==> config.mk <==
export PLATFORM = sky130hd
export DESIGN_NAME = dcache_direct_wt_flat
export DESIGN_NICKNAME = d
export VERILOG_FILES = /design/src/rtl/dcache_direct_wt_if.sv /design/src/rtl/dcache_direct_wt.sv /design/src/flat_wrapper.sv
export SDC_FILE = /design/constraint.sdc
export NUM_CORES = 1
export LEC_CHECK = 0
export CAP_MARGIN = 10
export CORE_ASPECT_RATIO = 0.6
export CORE_MARGIN = 2
export CORE_UTILIZATION = 35
export CTS_CLUSTER_DIAMETER = 120
export DETAILED_ROUTE_END_ITERATION = 12
export REMOVE_ABC_BUFFERS = 1
export SLEW_MARGIN = 20
export SYNTH_ARGS = -nofsm -noshare
export SYNTH_HDL_FRONTEND = slang
export SYNTH_SLANG_ARGS = --single-unit
==> constraint.sdc <==
create_clock -name clk -period 3.07 [get_ports clk]
set_input_delay 0.307 -clock clk [delete_from_list [all_inputs] [get_ports clk]]
set_output_delay 0.307 -clock clk [all_outputs]
set_load 0.03 [all_outputs]
### Placed standard cells

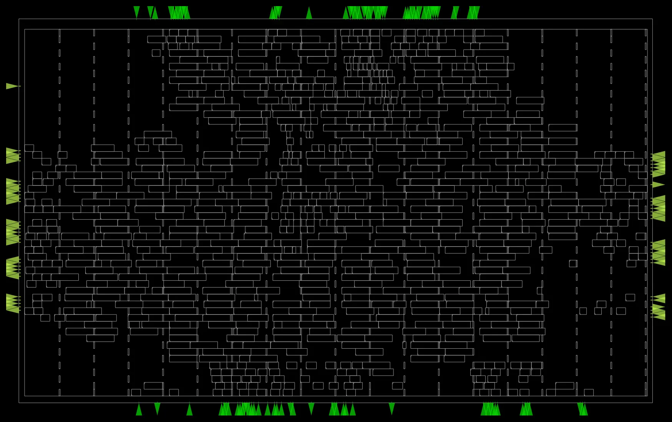
sequential share of cell area: 0.553
number of filler cells placed in the layout: 3146
post-route insts no fill: 1338
number of tapcells: 504

### Close-up of the layout

Region (180, 105) to (200, 125) um. Cells in gray, sequential cells in the stronger gray; small squares are vias.
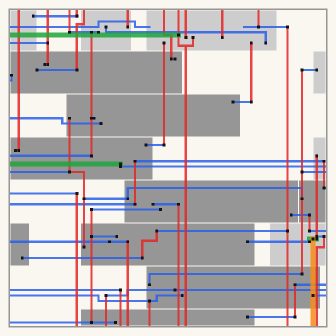
M3 -> green
M2 -> red
M1 -> blue
M4 -> orange
sequential cells in the window = 6
most frequent = edfxtp_1 (6), xor2_1 (2), mux4_2 (1)
cells with their middle in the window = 9

### Pin placement

Scale bar: 100 um. Pins as bars across the die edge, other pins in gray.
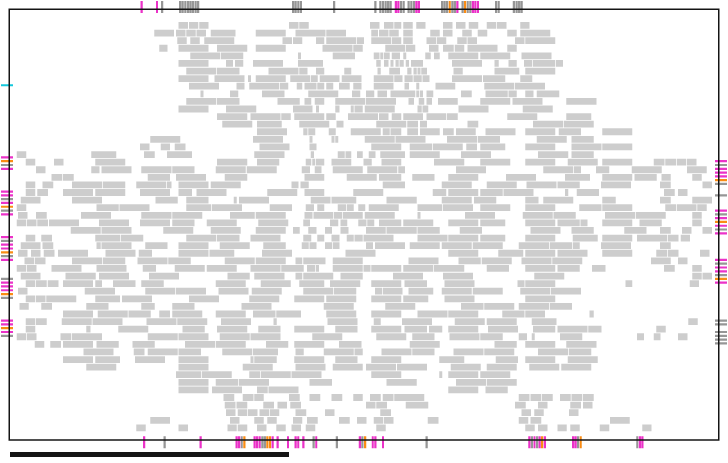
wdata -> orange  # pins 16, direction input, edge 6 south, 5 west, 3 east, 2 north
mem_mem_rdata -> magenta  # pins 64, direction input, edge 26 south, 16 west, 12 east, 10 north
clk -> cyan  # pins 1, direction input, edge west
all pins by edge = 51 north, 44 south, 30 west, 28 east
width of the die: 254 um
I/O Buffers: 152

### Cell area per tile

The die is cut into 25 by 15 equal tiles; white is low, dark blue is high, 0 to 100% covered.
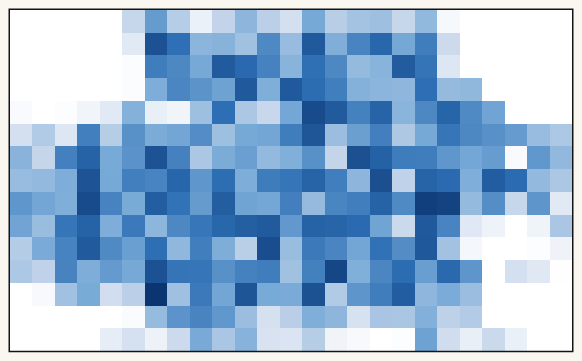
emptiest ninth of the die = north-west
fullest tile = 98%
tiles over 75% full = 14%
utilization of the core after routing: 0.459
fp util: 0.357
total core area: 36600 um2

==> summary.txt <==
run metrics: status finished, violations left, failing checks negative setup slack, startpoint types flip-flop, H-Tree Depth 1, instance count of the mapped netlist 635, TritonCTS clock tree yes, worst slack at placement -45.8 ps, area leader, netlist sky130_fd_sc_hd__edfxtp_1, Max stage delay on crit path slightly below 500 ps, clock buffer count from CTS 30, All-Layer GR Usage 0.167, remaining antenna violation count 0, yosys synthesis warning count 0, Post-synth seq share 0.710, sum of net half-perimeters after detailed placement about 21 mm, share of flip-flops with an asynchronous set or reset 0, iteration tally of the first detailed-router pass 5, total non-filler cell area in the finished layout 16800 um2, total number of vias about 6800, maximum buffer depth of the clock tree 3, chip footprint 39000 um2, worst clock skew about 17 ps, synthesized cell area 13100 um2, Data required, critical path 2760 ps, Total Wirelength between 30 and 40 mm, Syn Area/Cell 20.6 um2, Comb area about 3600 um2, worst endpoint data arrival time 2860 ps, Crit Path Max Fanout 16, initial antenna violation count 0, cell seen most often among critical-path stages sky130_fd_sc_hd__buf_12, setup repair bufs after CTS 0, # setup viols final 16, list of cells traversed by the critical path mux4_2 -> xor2_1 -> nor4_2 -> and4_1 -> a21oi_2 -> buf_12 -> nor2b_4 -> buf_12, GR Overflow Total 0, proportion of netlist area held by the largest area contributor 0.698, Top area cell types sky130_fd_sc_hd__edfxtp_1, sky130_fd_sc_hd__mux4_2, sky130_fd_sc_hd__mux2_1, sky130_fd_sc_hd__buf_4, sky130_fd_sc_hd__dfxtp_1, pin count of the biggest net entering global routing 69, number of failing hold endpoints at the final stage 0, slack of the worst reg-to-reg path 310 ps, number of diodes 0, final setup slack of the worst path -94.8 ps, number of enable flip-flop cells 304, count of state elements after synthesis 312, area of all sequential standard cells between 9000 and 10000 um2, fraction of layout cells with a size suffix above 1 0.301, min Tclk post-route 3160 ps, number of flip-flops in the largest register 256, ports placed on the boundary 153, OpenROAD warnings 27, number of cells on the critical path 8, most common logic cells in the final layout sky130_fd_sc_hd__edfxtp_1, sky130_fd_sc_hd__clkdlybuf4s50_1, sky130_fd_sc_hd__mux4_2, area growth from synthesis to layout 28.5%, top_reg_cell synth sky130_fd_sc_hd__edfxtp_1, routability congestion estimate 0.742, delay-heaviest family, CP simple AND/OR/NAND/NOR gates, depth of the worst hold-timing path 1, number of buffer and inverter instances along the worst setup path 2, Clock Sinks 312, Tcrit/Tclk final 1.03, Placement Cell Area 15600 um2, register clock-pin slew on the reported worst setup and hold paths roughly 60 ps, Rows 54, worst reg2reg path depth 8, via count of the first global-routing pass 7081, post-synthesis cell count from yosys roughly 640, Iteration-0 DRC Markers 665, most common logic cell in the routed design sky130_fd_sc_hd__edfxtp_1, DRC violation count after routing 0, total of max-cap violations 0, via-per-instance ratio 5.10, root buf cell sky130_fd_sc_hd__clkbuf_16, Critical Setup Path Class flip-flop to primary output, PD cells 559 nW/um2, VDD IR-drop max about 420 uV, final count of pins violating max slew 0, path class of the lowest-slack min-delay path flip-flop to flip-flop, total number of nets in the final design between 900 and 1000, Rel. slew slack 0.685, RSZ-0062 raised after global routing true, maximum operating frequency 316 MHz, P_leak 5.47 nW, latest clock arrival within the worst-skew pair 560 ps, final routed wire length divided by cell count approximately 24 um, endpoint type of the worst setup path primary output, number of distinct library cell variants in the gate-level netlist after synthesis 37, Slowest-stage cell, CP sky130_fd_sc_hd__mux4_2, Yosys Chip Area 13100 um2
[cells by family (layout without fill, tap and decap cells)]
kind of cell	Yosys count	in the layout	synth area share
buffers and inverters	65	264	0.0293
and+or+nand+nor	56	56	0.0244
AOI/OAI and AO/OA	31	31	0.0146
DFF	312	312	0.710
xor gates and xnor gates	11	11	0.00736
muxes	160	160	0.215
[per-stage QoR]
| step | setup TNS (ps) | cells | utilization | hold slack, ps | total power [mW] |
|---|---|---|---|---|---|
| floorplan | -128410 | 571 | - | 406 | 5.05 |
| global route | -2710 | 1338 | 0.459 | 466 | 9.70 |
| finish | -1050 | 1338 | 0.459 | 449 | 9.39 |
| detailed placement | -744 | 1282 | 0.426 | 435 | 5.48 |
| global placement | -61.1 | 1282 | 0.426 | 432 | 5.48 |
| CTS | -1830 | 1338 | 0.459 | 446 | 9.48 |
[area by class of cell]
| type | count | share of cell area |
|---|---|---|
| Clock buffer | 35 | 0.0470 |
| Clock inverter | 21 | 0.0170 |
| Inverter | 1 | 0.000223 |
| Multi-Input combinational cell | 258 | 0.213 |
| Sequential cell | 312 | 0.553 |
| Tap cell | 504 | 0.0375 |
| Timing Repair Buffer | 207 | 0.133 |
[where the power goes]
group          total, mW  leakage [nW]  switching, mW  internal [mW]
Sequential          4.70          2.80        0.00796           4.69
Clock               4.00         0.520           1.57           2.43
Combinational      0.696          2.15          0.333          0.364
Total               9.39          5.47           1.91           7.49
[Yosys cell counts (all sizes together), types with 5 or more instances]
cell type / number
a21oi: 19
mux2i: 5
buf: 49
edfxtp: 304
nand2: 8
clkbuf: 15
xnor2: 6
nand4: 5
mux4: 90
dfxtp: 8
nor2: 10
nor2b: 17
mux2: 65
xor2: 5
[layer usage]
| metal | wire length [um] | up-vias | track usage |
|---|---|---|---|
| met3 | 2030 | 42 | 0.0276 |
| met1 | 15500 | 3566 | 0.262 |
| met2 | 14000 | 261 | 0.246 |
| met4 | 540 | 0 | 0.0305 |
| met5 | 0 | - | 0 |
| li1 | - | 2951 | - |
[timing repair]
item                                   in CTS  in global routing
resized                                    32                  1
hold buffers                                0                  0
endpoints found under the hold margin       0                  0
pin swaps                                   2                  1
setup endpoints to repair                  16                 17
Power figures rest on the tool's default switching activity, not on a simulated workload.
